--- src/rtl/lcd_capture_pkg.sv ---
// lcd_capture_pkg: default LCD geometry and capture FSM states shared by the
// capture block and its geometry checker.
package lcd_capture_pkg;
    localparam int H_LINE_DEF = 480;
    localparam int V_LINE_DEF = 272;
    localparam int ADDR_W     = 17;
    localparam int COORD_W    = 11;
    typedef enum logic [1:0] {WAIT_VS, IDLE, ACTIVE} cap_state_t;
endpackage

--- src/rtl/lcd_capture_geom_check.sv ---
// lcd_geom_check: line-length and line-count checks plus the good-frame lock counter.
module lcd_geom_check
    import lcd_capture_pkg::*;
#(
    parameter int H_LINE      = H_LINE_DEF,
    parameter int V_LINE      = V_LINE_DEF,
    parameter int LOCK_FRAMES = 2
) (
    input  logic               clk,
    input  logic               rest_n,
    input  logic               line_end,
    input  logic               frame_edge,
    input  logic               frame_open,
    input  logic [COORD_W-1:0] x,
    input  logic [COORD_W-1:0] y,
    output logic               line_err,
    output logic               frame_err,
    output logic               locked
);
    logic [7:0] good_cnt, good_cnt_nx;
    logic       bad, bad_nx, l_err, f_err;

    assign l_err = line_end && (x != COORD_W'(H_LINE));
    assign f_err = frame_edge && frame_open && (y != COORD_W'(V_LINE));

    // bad remembers a line error until the vsync edge that closes its frame
    always_comb begin
        good_cnt_nx = l_err ? 8'd0 : good_cnt;
        bad_nx      = bad | l_err;
        if (frame_edge) begin
            bad_nx = 1'b0;
            if (frame_open)
                good_cnt_nx = (bad || f_err) ? 8'd0
                            : good_cnt + {7'd0, good_cnt < 8'(LOCK_FRAMES)};
        end
    end

    always_ff @(posedge clk or negedge rest_n) begin
        if (!rest_n) begin
            good_cnt  <= '0;
            bad       <= 1'b0;
            line_err  <= 1'b0;
            frame_err <= 1'b0;
            locked    <= 1'b0;
        end else begin
            good_cnt  <= good_cnt_nx;
            bad       <= bad_nx;
            line_err  <= l_err;
            frame_err <= f_err;
            locked    <= good_cnt_nx >= 8'(LOCK_FRAMES);
        end
    end
endmodule

--- src/rtl/lcd_capture.sv ---
// lcd_capture: parallel RGB LCD receiver; rebuilds pixel coordinates and writes
// active pixels into a row-major frame memory (addr = y*H_LINE + x).
module lcd_capture
    import lcd_capture_pkg::*;
#(
    parameter int H_LINE          = H_LINE_DEF,
    parameter int V_LINE          = V_LINE_DEF,
    parameter bit SYNC_ACTIVE_LOW = 1'b1,
    parameter int LOCK_FRAMES     = 2
) (
    input  logic               clk,
    input  logic               rest_n,
    input  logic               in_hsync,
    input  logic               in_vsync,
    input  logic               in_de,
    input  logic [7:0]         in_pixel,
    output logic               wr_en,
    output logic [ADDR_W-1:0]  wr_addr,
    output logic [7:0]         wr_data,
    output logic [COORD_W-1:0] o_x,
    output logic [COORD_W-1:0] o_y,
    output logic               frame_start,
    output logic               frame_done,
    output logic               line_err,
    output logic               frame_err,
    output logic               locked
);
    cap_state_t         state, state_nx;
    logic               hs1, vs1, de1, vs_prev, vs_act, vs_edge;
    logic [7:0]         px1;
    logic [COORD_W-1:0] x, x_nx, y, y_nx;
    logic [ADDR_W-1:0]  line_base, line_base_nx;
    logic               wr, line_end, done;
    logic               unused_hsync;

    assign unused_hsync = hs1;
    assign vs_act       = vs1 ^ SYNC_ACTIVE_LOW;
    assign vs_edge      = vs_act & ~vs_prev;

    // sync registers reset to their inactive level so reset release is not a frame edge
    always_ff @(posedge clk or negedge rest_n) begin
        if (!rest_n) begin
            hs1     <= SYNC_ACTIVE_LOW;
            vs1     <= SYNC_ACTIVE_LOW;
            de1     <= 1'b0;
            px1     <= '0;
            vs_prev <= 1'b0;
        end else begin
            hs1     <= in_hsync;
            vs1     <= in_vsync;
            de1     <= in_de;
            px1     <= in_pixel;
            vs_prev <= vs_act;
        end
    end

    always_comb begin
        state_nx     = state;
        x_nx         = x;
        y_nx         = y;
        line_base_nx = line_base;
        wr           = 1'b0;
        line_end     = 1'b0;
        done         = 1'b0;
        if (vs_edge) begin
            state_nx     = IDLE;
            x_nx         = '0;
            y_nx         = '0;
            line_base_nx = '0;
        end else if (state != WAIT_VS && de1) begin
            state_nx = ACTIVE;
            wr       = (x < COORD_W'(H_LINE)) && (y < COORD_W'(V_LINE));
            x_nx     = x + {{(COORD_W-1){1'b0}}, x != '1};
        end else if (state == ACTIVE) begin
            state_nx     = IDLE;
            line_end     = 1'b1;
            x_nx         = '0;
            y_nx         = y + {{(COORD_W-1){1'b0}}, y != '1};
            line_base_nx = line_base + ((y < COORD_W'(V_LINE)) ? ADDR_W'(H_LINE) : '0);
            done         = y == COORD_W'(V_LINE - 1);
        end
    end

    always_ff @(posedge clk or negedge rest_n) begin
        if (!rest_n) begin
            state       <= WAIT_VS;
            x           <= '0;
            y           <= '0;
            line_base   <= '0;
            wr_en       <= 1'b0;
            wr_addr     <= '0;
            wr_data     <= '0;
            o_x         <= '0;
            o_y         <= '0;
            frame_start <= 1'b0;
            frame_done  <= 1'b0;
        end else begin
            state       <= state_nx;
            x           <= x_nx;
            y           <= y_nx;
            line_base   <= line_base_nx;
            wr_en       <= wr;
            frame_start <= vs_edge;
            frame_done  <= done;
            if (wr) begin
                wr_addr <= line_base + ADDR_W'(x);
                wr_data <= px1;
                o_x     <= x;
                o_y     <= y;
            end
        end
    end

    lcd_geom_check #(
        .H_LINE      (H_LINE),
        .V_LINE      (V_LINE),
        .LOCK_FRAMES (LOCK_FRAMES)
    ) u_geom (
        .clk        (clk),
        .rest_n     (rest_n),
        .line_end   (line_end),
        .frame_edge (vs_edge),
        .frame_open (state != WAIT_VS),
        .x          (x),
        .y          (y),
        .line_err   (line_err),
        .frame_err  (frame_err),
        .locked     (locked)
    );
endmodule

--- config.mk ---
export PLATFORM = sky130hd
export DESIGN_NAME = lcd_capture
export DESIGN_NICKNAME = d
export VERILOG_FILES = /design/src/rtl/lcd_capture_pkg.sv /design/src/rtl/lcd_capture_geom_check.sv /design/src/rtl/lcd_capture.sv
export SDC_FILE = /design/constraint.sdc
export NUM_CORES = 1
export LEC_CHECK = 0
export ABC_CLOCK_PERIOD_IN_PS = 3300
export CORE_MARGIN = 1.5
export CORE_UTILIZATION = 49
export CTS_CLUSTER_DIAMETER = 120
export DETAILED_ROUTE_END_ITERATION = 12
export PLACE_DENSITY_LB_ADDON = 0.08
export SLEW_MARGIN = 20
export SYNTH_ARGS = -nofsm -noshare
export SYNTH_HDL_FRONTEND = slang
export SYNTH_SLANG_ARGS = --single-unit
--- constraint.sdc ---
create_clock -name clk -period 3.3 [get_ports clk]
set_input_delay 0.33 -clock clk [delete_from_list [all_inputs] [get_ports clk]]
set_output_delay 0.33 -clock clk [all_outputs]
set_load 0.05 [all_outputs]
==> run_1/m1.png <==
Scale bar: 20 um.
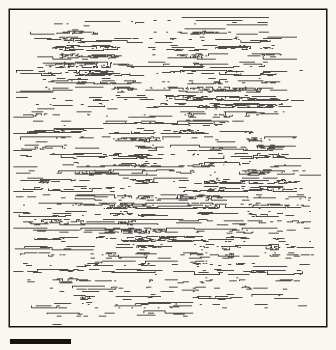
- nets with wire on the layer: 533
- share of all routed wire: 47%
- main direction: horizontal

==> run_1/m2.png <==
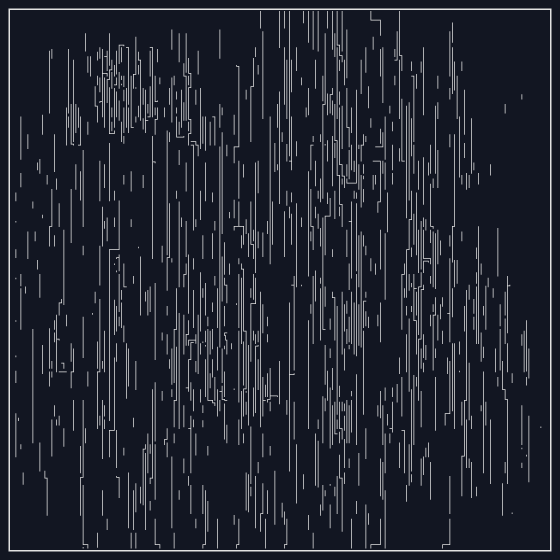
- main direction: vertical
- longest straight run: 38.4 um
- share of all routed wire: 47%
- nets with wire on the layer: 483
- wire length on this layer: 4700 um
Detailed Route WL: 9.94 mm
total number of vias: 3753

==> run_1/m3.png <==
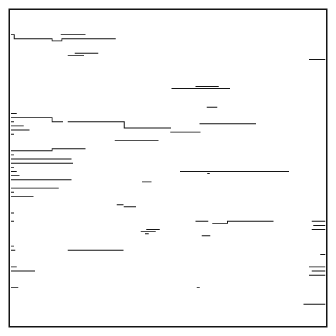
- wire length on this layer: 460 um
- share of all routed wire: 4.6%
- main direction: horizontal
- nets with wire on the layer: 50
- longest straight run: 35.4 um
GR Layer Usage met3: 0.0743

==> impl_metrics.json, run 1 <==
{
  "clkTransAtPathRegs_ns": 0.11,
  "placed_cell_area_sq_um": 5660,
  "fp.coreArea_sq_um": 9820,
  "antenna_found_initial": 0,
  "finalHoldViolCount": 0,
  "pwr-share-clk": 0.267,
  "cts-resized-gates": 0,
  "grt_util_met2": 0.314,
  "crit_buf_inv": 0,
  "holdCritPathClass": "input pin to async pin",
  "rr_worst_depth": 10,
  "drc": 0,
  "top_cells_by_count": "134 x nand2_1, 106 x dfrtp_1, 40 x nor2_1, 23 x o21ai_0, 18 x a21oi_1",
  "slew_violations": 0,
  "fin_tns_setup_ns": 0,
  "seq_cell_power_mw": 1.48,
  "path_common_cell": "ha_1",
  "wl_per_cell_um": 14.0,
  "outcome": "finished clean",
  "gp_congestion": 0.875,
  "drt_iter0_markers": 150,
  "buffer_area_frac": 0.118,
  "crit_path_max_incr_delay_ns": 0.52,
  "dieHeight_um": 104,
  "end_kind": "flip-flop",
  "register_area_sq_um": 2680,
  "die_w_um": 104,
  "stdcell_area_sq_um": 5840,
  "crit_end": "u_geom.locked$_DFF_PN0_",
  "p_leak_nw": 2.66,
  "syn_area_sq_um": 4960,
  "worstPathCellList": "or4_1 -> nor4_1 -> ha_1 -> ha_1 -> and3_1 -> and2_1 -> a211oi_1 -> o21a_1 -> a2111oi_0 -> nand4b_1",
  "max_cap_viol_count": 0,
  "logic_area_sq_um": 2080,
  "critPathSlowestCell": "or4_1",
  "required_ns": 3.55,
  "cp.depth": 10,
  "clock_power_uw": 783,
  "cp.arrival_ns": 3.20,
  "rsz0062_at_grt": "no",
  "flops": 107,
  "synth-edff-count": 0,
  "post-route-util": 0.595,
  "groute.usage.overall": 0.198,
  "period_needed_ns": 2.96,
  "comb.multi_input.count": 373,
  "clock.fmax_mhz": 338,
  "grtUsageMet1": 0.255
}
-- run 1: metrics by stage --
stage	power, mW	hold WS [ns]
after floorplan	1.97	0.0344
after global placement	2.18	0.417
after detailed placement	2.19	0.425
after CTS	2.98	0.0109
after global routing	3.10	0.0225
final	2.94	0.00379
-- run 1: kinds of logic after synthesis --
kind of cell,after synthesis,synth area share
AND-OR/OR-AND,85,0.107
XOR/XNOR,26,0.0459
adder cells (fa/ha/maj),17,0.0444
buffers and inverters,37,0.0401
flip-flops,107,0.540
AND/OR/NAND/NOR,245,0.222
-- run 1: per-layer routing --
layer / wire length [um] / part of all wire
met1: 4680 / 0.47
met2: 4700 / 0.47
met3: 460 / 0.046
met4: 98 / 0.0099
met5: 0 / 0
==> inputs of run 2 (changes only) <==
TNS_END_PERCENT = 50   (was not set)
==> run_2/port_trees.png <==
Scale bar: 20 um.
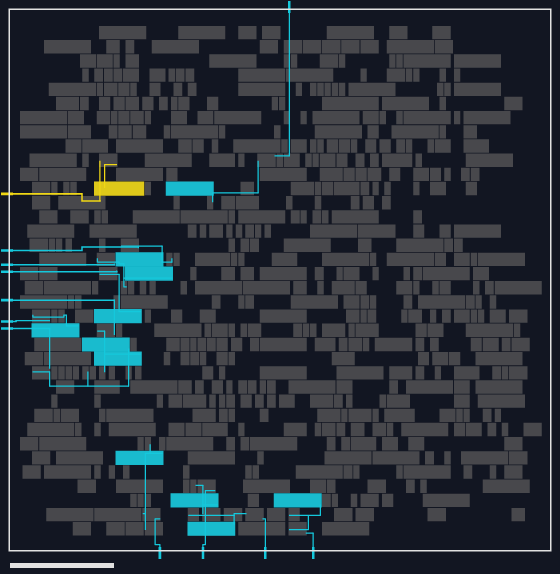
- in_vsync: yellow (bits 1; direction input; edge left; end cells 1; buffers 1; wire 32.5 um)
- o_x: cyan (bits 11; direction output; edge 6 left, 4 bottom, 1 top; end cells 11; buffers 11; wire 356 um)
IO Port Bufs: 64
I/O pin cnt: 66

==> run_2/m2.png <==
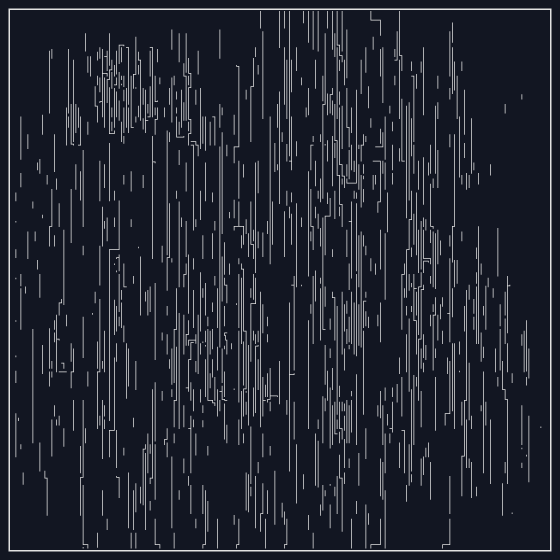
- longest straight run: 38.4 um
- nets with wire on the layer: 483
- share of all routed wire: 47%
- main direction: vertical
- wire length on this layer: 4700 um

==> run 2 against run 1 <==
  * Total power is the same
  * Critical endpoint unchanged
  * Wire length is the same
  * Cell count unchanged
  * Register-to-register slack is essentially flat
  * Critical path depth stayed put
==> impl_metrics.json, run 2 <==
{
  "stdcell_area_sq_um": 5840,
  "die_w_um": 104,
  "logic_area_sq_um": 2080,
  "hold_slack_ns": 0.00379,
  "syn_to_final_growth_pct": 17.8,
  "fp.coreArea_sq_um": 9820,
  "cts-resized-gates": 0,
  "dieArea_sq_um": 10700,
  "ys_top_logic_family": "simple AND/OR/NAND/NOR gates",
  "routed.top_layer": "met4",
  "yosys.area_share.simple": 0.222,
  "drc": 0,
  "drt_iter0_markers": 150,
  "required_ns": 3.55,
  "synth-edff-count": 0,
  "crit_end": "u_geom.locked$_DFF_PN0_",
  "synthXorXnorAreaFrac": 0.0459,
  "rsz0062_at_grt": "no",
  "routed-wl-met2_mm": 4.70,
  "outcome": "finished clean",
  "comb.multi_input.count": 373,
  "fin_tns_setup_ns": 0,
  "p_leak_nw": 2.66,
  "end_kind": "flip-flop",
  "buffer_area_frac": 0.118,
  "syn_area_sq_um": 4960,
  "rr_worst_depth": 10,
  "slew_violations": 0,
  "max_cap_viol_count": 0,
  "crit_path_max_incr_delay_ns": 0.52,
  "adder_share": 0.0444,
  "register_area_sq_um": 2680,
  "flops": 107,
  "wl_met1_mm": 4.68,
  "mux_area_frac": 0,
  "clkTransAtPathRegs_ns": 0.11,
  "placed_cell_area_sq_um": 5660,
  "post-route-util": 0.595,
  "ys_sh_aoi": 0.107,
  "path_common_cell": "ha_1",
  "synth_async_sr_flop_share": 1.00,
  "finalHoldViolCount": 0,
  "worstPathCellList": "or4_1 -> nor4_1 -> ha_1 -> ha_1 -> and3_1 -> and2_1 -> a211oi_1 -> o21a_1 -> a2111oi_0 -> nand4b_1",
  "via_count": 3753,
  "holdCritPathClass": "input pin to async pin"
}
==> run_2/congestion_map.png <==
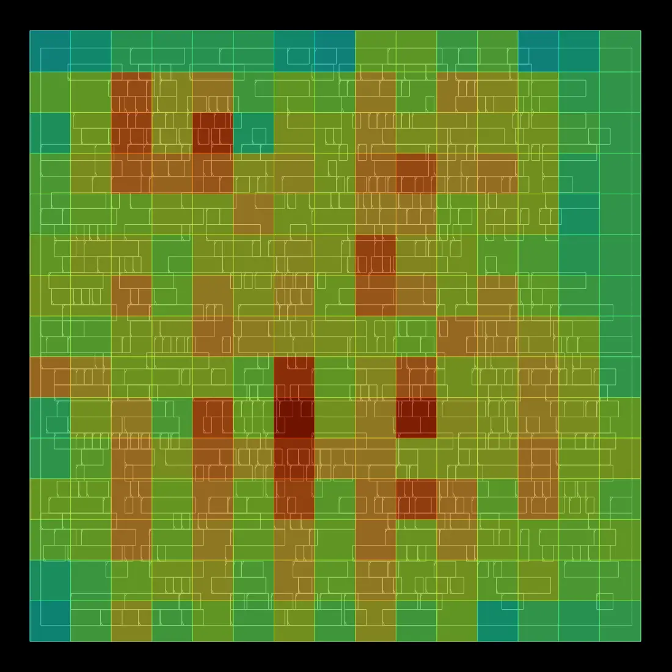
M1 GR Usage: 0.255
GRT Overall Usage: 0.198
average wire per standard cell: 14.0 um

-- run 2: worst max-delay path: cells and delay by family (launching register included) --
| kind | cells | cell delay, ns |
|---|---|---|
| simple gates | 5 | 1.24 |
| fa+ha+maj | 2 | 0.47 |
| flops | 1 | 0.47 |
| compound gates | 3 | 0.65 |
-- run 2: report_power, final --
part | total [mW] | switching, mW | internal (mW)
sequential | 1.48 | 0.0740 | 1.40
clock | 0.783 | 0.439 | 0.344
combinational | 0.680 | 0.452 | 0.228
total | 2.94 | 0.964 | 1.97
-- run 2: per-layer routing --
metal  GRT usage  vias to the layer above
met3      0.0743                        8
met4      0.0565                        0
met2       0.314                       77
li1            -                     1844
met5           0                        -
met1       0.255                     1824
No activity file was given, so power comes from the tool's default toggle rates.
